The clock network:
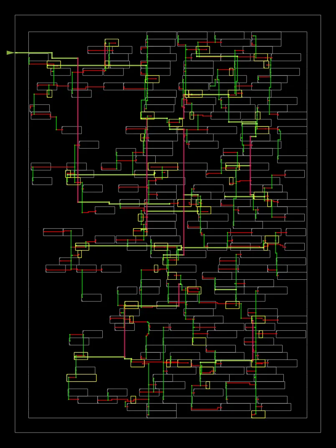
Metal 4:
Bar = 20 um.
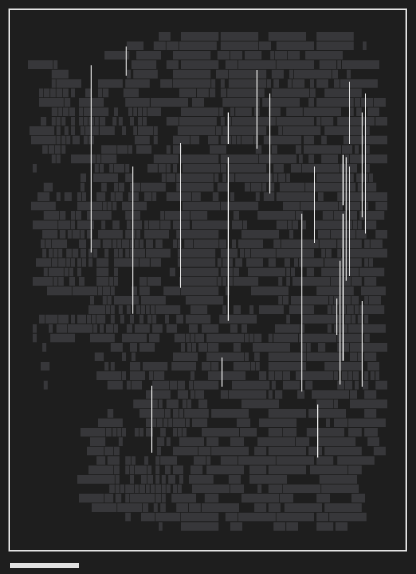
## src/rtl/cic_sched_pkg.sv

```systemverilog
// rtl/cic_sched_pkg.sv - shared types and constants for the CIC interpolator TDM scheduler
package cic_sched_pkg;

  localparam int DW_DEF  = 16;
  localparam int NCH_MAX = 8;

  typedef enum logic [1:0] {
    ST_IDLE  = 2'd0,
    ST_PRIME = 2'd1,
    ST_RUN   = 2'd2,
    ST_FLUSH = 2'd3
  } sched_state_t;

  // Slot counter width; a 2-channel build still needs one bit.
  function automatic int slot_w(input int nch);
    return (nch <= 2) ? 1 : $clog2(nch);
  endfunction

endpackage

```

## src/rtl/cic_sched_fifo2.sv

```systemverilog
// rtl/cic_sched_fifo2.sv - 2-entry per-channel sample buffer with synchronous clear
module cic_sched_fifo2
  import cic_sched_pkg::*;
#(
  parameter int DW = DW_DEF
) (
  input  logic          clk_7p68MHz,
  input  logic          reset,
  input  logic          clr,
  input  logic          push,
  input  logic          pop,
  input  logic [DW-1:0] wdata,
  output logic          full,
  output logic          empty,
  output logic [DW-1:0] head
);

  logic [DW-1:0] mem [2];
  logic          rd_ptr;
  logic          wr_ptr;
  logic [1:0]    count;
  logic          do_push;
  logic          do_pop;

  assign do_push = push && (count != 2'd2);
  assign do_pop  = pop && (count != 2'd0);

  always_ff @(posedge clk_7p68MHz) begin
    if (!reset || clr) begin
      rd_ptr <= 1'b0;
      wr_ptr <= 1'b0;
      count  <= 2'd0;
    end else begin
      if (do_push) wr_ptr <= ~wr_ptr;
      if (do_pop)  rd_ptr <= ~rd_ptr;
      count <= count + {1'b0, do_push} - {1'b0, do_pop};
    end
  end

  // Storage needs no reset: head is only consumed while count is non-zero.
  always_ff @(posedge clk_7p68MHz) begin
    if (do_push) mem[wr_ptr] <= wdata;
  end

  assign head  = mem[rd_ptr];
  assign full  = (count == 2'd2);
  assign empty = (count == 2'd0);

endmodule

```

## src/rtl/cic_interp_sched.sv

```systemverilog
// rtl/cic_interp_sched.sv - round-robin TDM scheduler feeding a shared 4x CIC interpolator
// Optional SCHED_UFCNT_EN adds per-channel 8-bit saturating underflow counters on port ufcnt.
module cic_interp_sched
  import cic_sched_pkg::*;
#(
  parameter int NCH       = 4,
  parameter int DW        = DW_DEF,
  parameter int PRIME_TO  = 64,
  parameter int FLUSH_LEN = 8
) (
  input  logic              clk_7p68MHz,
  input  logic              reset,
  input  logic              start,
  input  logic              stop,
  input  logic [NCH-1:0]    ch_en,
  input  logic [NCH*DW-1:0] in_data,
  input  logic [NCH-1:0]    in_valid,
  output logic [NCH-1:0]    in_ready,
  output logic [DW-1:0]     out_data,
  output logic [2:0]        out_ch,
  output logic              out_valid,
  output logic              out_sof,
  output logic              busy,
  output logic [NCH-1:0]    underflow
`ifdef SCHED_UFCNT_EN
  ,
  output logic [NCH*8-1:0]  ufcnt
`endif
);

  localparam int             SW         = slot_w(NCH);
  localparam logic [SW-1:0]  SLOT_LAST  = SW'(NCH - 1);
  localparam logic [15:0]    PRIME_LAST = 16'(PRIME_TO - 1);
  localparam logic [7:0]     FLUSH_LAST = 8'(FLUSH_LEN - 1);

  if (NCH < 2 || NCH > NCH_MAX) begin : g_nch_range
    $error("cic_interp_sched: NCH out of range");
  end

  sched_state_t  state;
  sched_state_t  state_nx;
  logic [SW-1:0] slot;
  logic [NCH-1:0] en_q;
  logic          stop_pend;
  logic [15:0]   prime_cnt;
  logic [7:0]    flush_cnt;

  logic [NCH-1:0] full;
  logic [NCH-1:0] empty;
  logic [NCH-1:0] push;
  logic [NCH-1:0] pop;
  logic [DW-1:0]  head [NCH];

  logic           accepting;
  logic           all_ready;
  logic           go_prime;
  logic           clr_buf;
  logic           emit;
  logic           sel_en;
  logic           sel_empty;
  logic [DW-1:0]  sel_head;
  logic [NCH-1:0] uf_vec;

  assign accepting = (state == ST_PRIME) || (state == ST_RUN);
  assign in_ready  = en_q & ~full & {NCH{accepting}};
  assign push      = in_valid & in_ready;
  assign all_ready = &(~empty | ~en_q);
  assign go_prime  = (state == ST_IDLE) && start && (|ch_en);
  assign clr_buf   = (state_nx == ST_IDLE);
  assign emit      = (state == ST_RUN) || (state == ST_FLUSH);
  assign busy      = (state != ST_IDLE);

  for (genvar k = 0; k < NCH; k++) begin : g_buf
    assign pop[k] = (state == ST_RUN) && (slot == SW'(k)) && en_q[k] && !empty[k];

    cic_sched_fifo2 #(.DW(DW)) u_fifo (
      .clk_7p68MHz (clk_7p68MHz),
      .reset       (reset),
      .clr         (clr_buf),
      .push        (push[k]),
      .pop         (pop[k]),
      .wdata       (in_data[k*DW +: DW]),
      .full        (full[k]),
      .empty       (empty[k]),
      .head        (head[k])
    );
  end

  always_comb begin
    sel_en    = 1'b0;
    sel_empty = 1'b1;
    sel_head  = '0;
    uf_vec    = '0;
    for (int k = 0; k < NCH; k++) begin
      if (slot == SW'(k)) begin
        sel_en    = en_q[k];
        sel_empty = empty[k];
        sel_head  = head[k];
        uf_vec[k] = (state == ST_RUN) && en_q[k] && empty[k];
      end
    end
  end

  always_ff @(posedge clk_7p68MHz) begin
    if (!reset) state <= ST_IDLE;
    else        state <= state_nx;
  end

  always_comb begin
    state_nx = state;
    case (state)
      ST_IDLE: begin
        if (go_prime) state_nx = ST_PRIME;
      end
      ST_PRIME: begin
        if (stop)                                       state_nx = ST_IDLE;
        else if (all_ready || prime_cnt == PRIME_LAST)  state_nx = ST_RUN;
      end
      ST_RUN: begin
        // A stop only takes effect once the current frame has been emitted.
        if (slot == SLOT_LAST && (stop || stop_pend)) state_nx = ST_FLUSH;
      end
      ST_FLUSH: begin
        if (slot == SLOT_LAST && flush_cnt == FLUSH_LAST) state_nx = ST_IDLE;
      end
      default: state_nx = ST_IDLE;
    endcase
  end

  always_ff @(posedge clk_7p68MHz) begin
    if (!reset) begin
      slot      <= '0;
      en_q      <= '0;
      stop_pend <= 1'b0;
      prime_cnt <= '0;
      flush_cnt <= '0;
    end else begin
      if (go_prime) en_q <= ch_en;
      prime_cnt <= (state == ST_PRIME) ? prime_cnt + 16'd1 : 16'd0;
      if (emit) slot <= (slot == SLOT_LAST) ? '0 : slot + SW'(1);
      else      slot <= '0;
      stop_pend <= (state == ST_RUN) && (state_nx == ST_RUN) && (stop_pend || stop);
      if (state != ST_FLUSH)      flush_cnt <= '0;
      else if (slot == SLOT_LAST) flush_cnt <= flush_cnt + 8'd1;
    end
  end

  always_ff @(posedge clk_7p68MHz) begin
    if (!reset) begin
      out_valid <= 1'b0;
      out_ch    <= 3'd0;
      out_sof   <= 1'b0;
      out_data  <= '0;
      underflow <= '0;
    end else begin
      out_valid <= emit;
      out_ch    <= emit ? 3'(slot) : 3'd0;
      out_sof   <= emit && (slot == '0);
      out_data  <= ((state == ST_RUN) && sel_en && !sel_empty) ? sel_head : '0;
      if (go_prime) underflow <= '0;
      else          underflow <= underflow | uf_vec;
    end
  end

`ifdef SCHED_UFCNT_EN
  for (genvar k = 0; k < NCH; k++) begin : g_ufcnt
    logic [7:0] cnt;
    always_ff @(posedge clk_7p68MHz) begin
      if (!reset || go_prime)              cnt <= 8'd0;
      else if (uf_vec[k] && cnt != 8'hFF)  cnt <= cnt + 8'd1;
    end
    assign ufcnt[k*8 +: 8] = cnt;
  end
`endif

endmodule

```

## config.mk

```make
export PLATFORM = sky130hd
export DESIGN_NAME = cic_interp_sched
export DESIGN_NICKNAME = d
export VERILOG_FILES = /design/src/rtl/cic_sched_pkg.sv /design/src/rtl/cic_sched_fifo2.sv /design/src/rtl/cic_interp_sched.sv
export SDC_FILE = /design/constraint.sdc
export NUM_CORES = 1
export LEC_CHECK = 0
export ABC_AREA = 1
export CAP_MARGIN = 20
export CORE_ASPECT_RATIO = 1.4
export CORE_MARGIN = 5
export CORE_UTILIZATION = 55
export CTS_BUF_LIST = sky130_fd_sc_hd__clkbuf_8
export DETAILED_ROUTE_END_ITERATION = 6
export DONT_BUFFER_PORTS = 1
export PLACE_DENSITY = 0.7
export SYNTH_ARGS = -nofsm -noshare
export SYNTH_HDL_FRONTEND = slang
export SYNTH_SLANG_ARGS = --single-unit
```

## constraint.sdc

```tcl
create_clock -name clk_7p68MHz -period 3.2 [get_ports clk_7p68MHz]
set_clock_uncertainty 0.2 [all_clocks]
set_input_delay 0.64 -clock clk_7p68MHz [delete_from_list [all_inputs] [get_ports clk_7p68MHz]]
set_output_delay 0.64 -clock clk_7p68MHz [all_outputs]
set_load 0.02 [all_outputs]
```

==> flow_metrics.env <==
# flow metrics
export IMPL_hold_end="en_q[0]"
export IMPL_viasPerCell=5.47
export IMPL_seq_share_pct=54.8
export IMPL_tap_cells=192
export IMPL_worst_slew_pin_slew_ns=0.987
export IMPL_synth_seq_share_pct=64.4
export IMPL_regMostFlops="g_buf.u_fifo.mem"
export IMPL_wl_met1_um=7010
export IMPL_die_y_um=156
export IMPL_place_congestion=0.985
export IMPL_fin_crit_ns=2.88
export IMPL_avgSynthCellArea_um2=11.1
export IMPL_first_iter_violations=511
export IMPL_utilization_pct=65.6
export IMPL_holdBufCountCts=65
export IMPL_grt_pass1_wl_um=30300
export IMPL_postSynthCellCount=752
export IMPL_h_tree_depth=1
export IMPL_grt_pass1_vias=5965
export IMPL_clk_share_pct=6.07
export IMPL_rsz0062_at_grt="no"
export IMPL_coreArea_mm2=0.0150
export IMPL_cts_setup_buffers=0
export IMPL_synth_warning_count=0
export IMPL_worstReg2RegEnd="out_data[5]"
export IMPL_synthToLayoutAreaGrowth_pct=17.7
export IMPL_slowest_stage="dfxtp_1"
export IMPL_status="completed"
export IMPL_chipWidth_um=114
export IMPL_crit_buf_inv=3
export IMPL_area_share_nonclk_buffers_pct=7.84
export IMPL_netlist_area_mm2=0.00836
export IMPL_synthTopCellsByArea="edfxtp_1, dfxtp_1, nor2_1"
export IMPL_grt_overflow=0
export IMPL_simple_gate_area_share_pct=14.0
export IMPL_hp_class="input port to register"
export IMPL_fp_util_pct=55.8
export IMPL_antenna_found_initial=1
export IMPL_yosysMostFrequentCell="edfxtp_1"
export IMPL_fin_crit_sh_pct=89.9
export IMPL_worstSetupStartpoint="state[0]"
export IMPL_wl_met2_um=10200
export IMPL_grt_max_degree=34
export IMPL_use_met2_pct=39.1
export IMPL_io_pins=106
export IMPL_dp_cells=936
export IMPL_timing_rr_start="slot[1]"
export IMPL_grt_util_met1_pct=24.8
export IMPL_n_all_buffers=81
export IMPL_p_int_mw=4.26
export IMPL_aoi_share_pct=9.69
export IMPL_place_ws_ns=0.660
export IMPL_synth_main_ff_cell="edfxtp_1"
export IMPL_sequentialPower_mw=2.95
export IMPL_cts_sinks=205
export IMPL_clk_power_mw=2.06
export IMPL_lay_top_cells="edfxtp_1, nor2_1, nand2_1"
export IMPL_maxCapViolations=0
export IMPL_worst_setup_path_type="register to primary output"
export IMPL_common_cells="edfxtp_1, nor2_1, nand2_1, dfxtp_1, inv_1"
About 'the clock network':
Num CTS Buffers: 30
clkbuf count: 32
Flop Count: 205

About 'metal 4':
18 nets have wire on it. The layer carries 648 um of wire.
final wirelength: 19400 um
vias: 5787

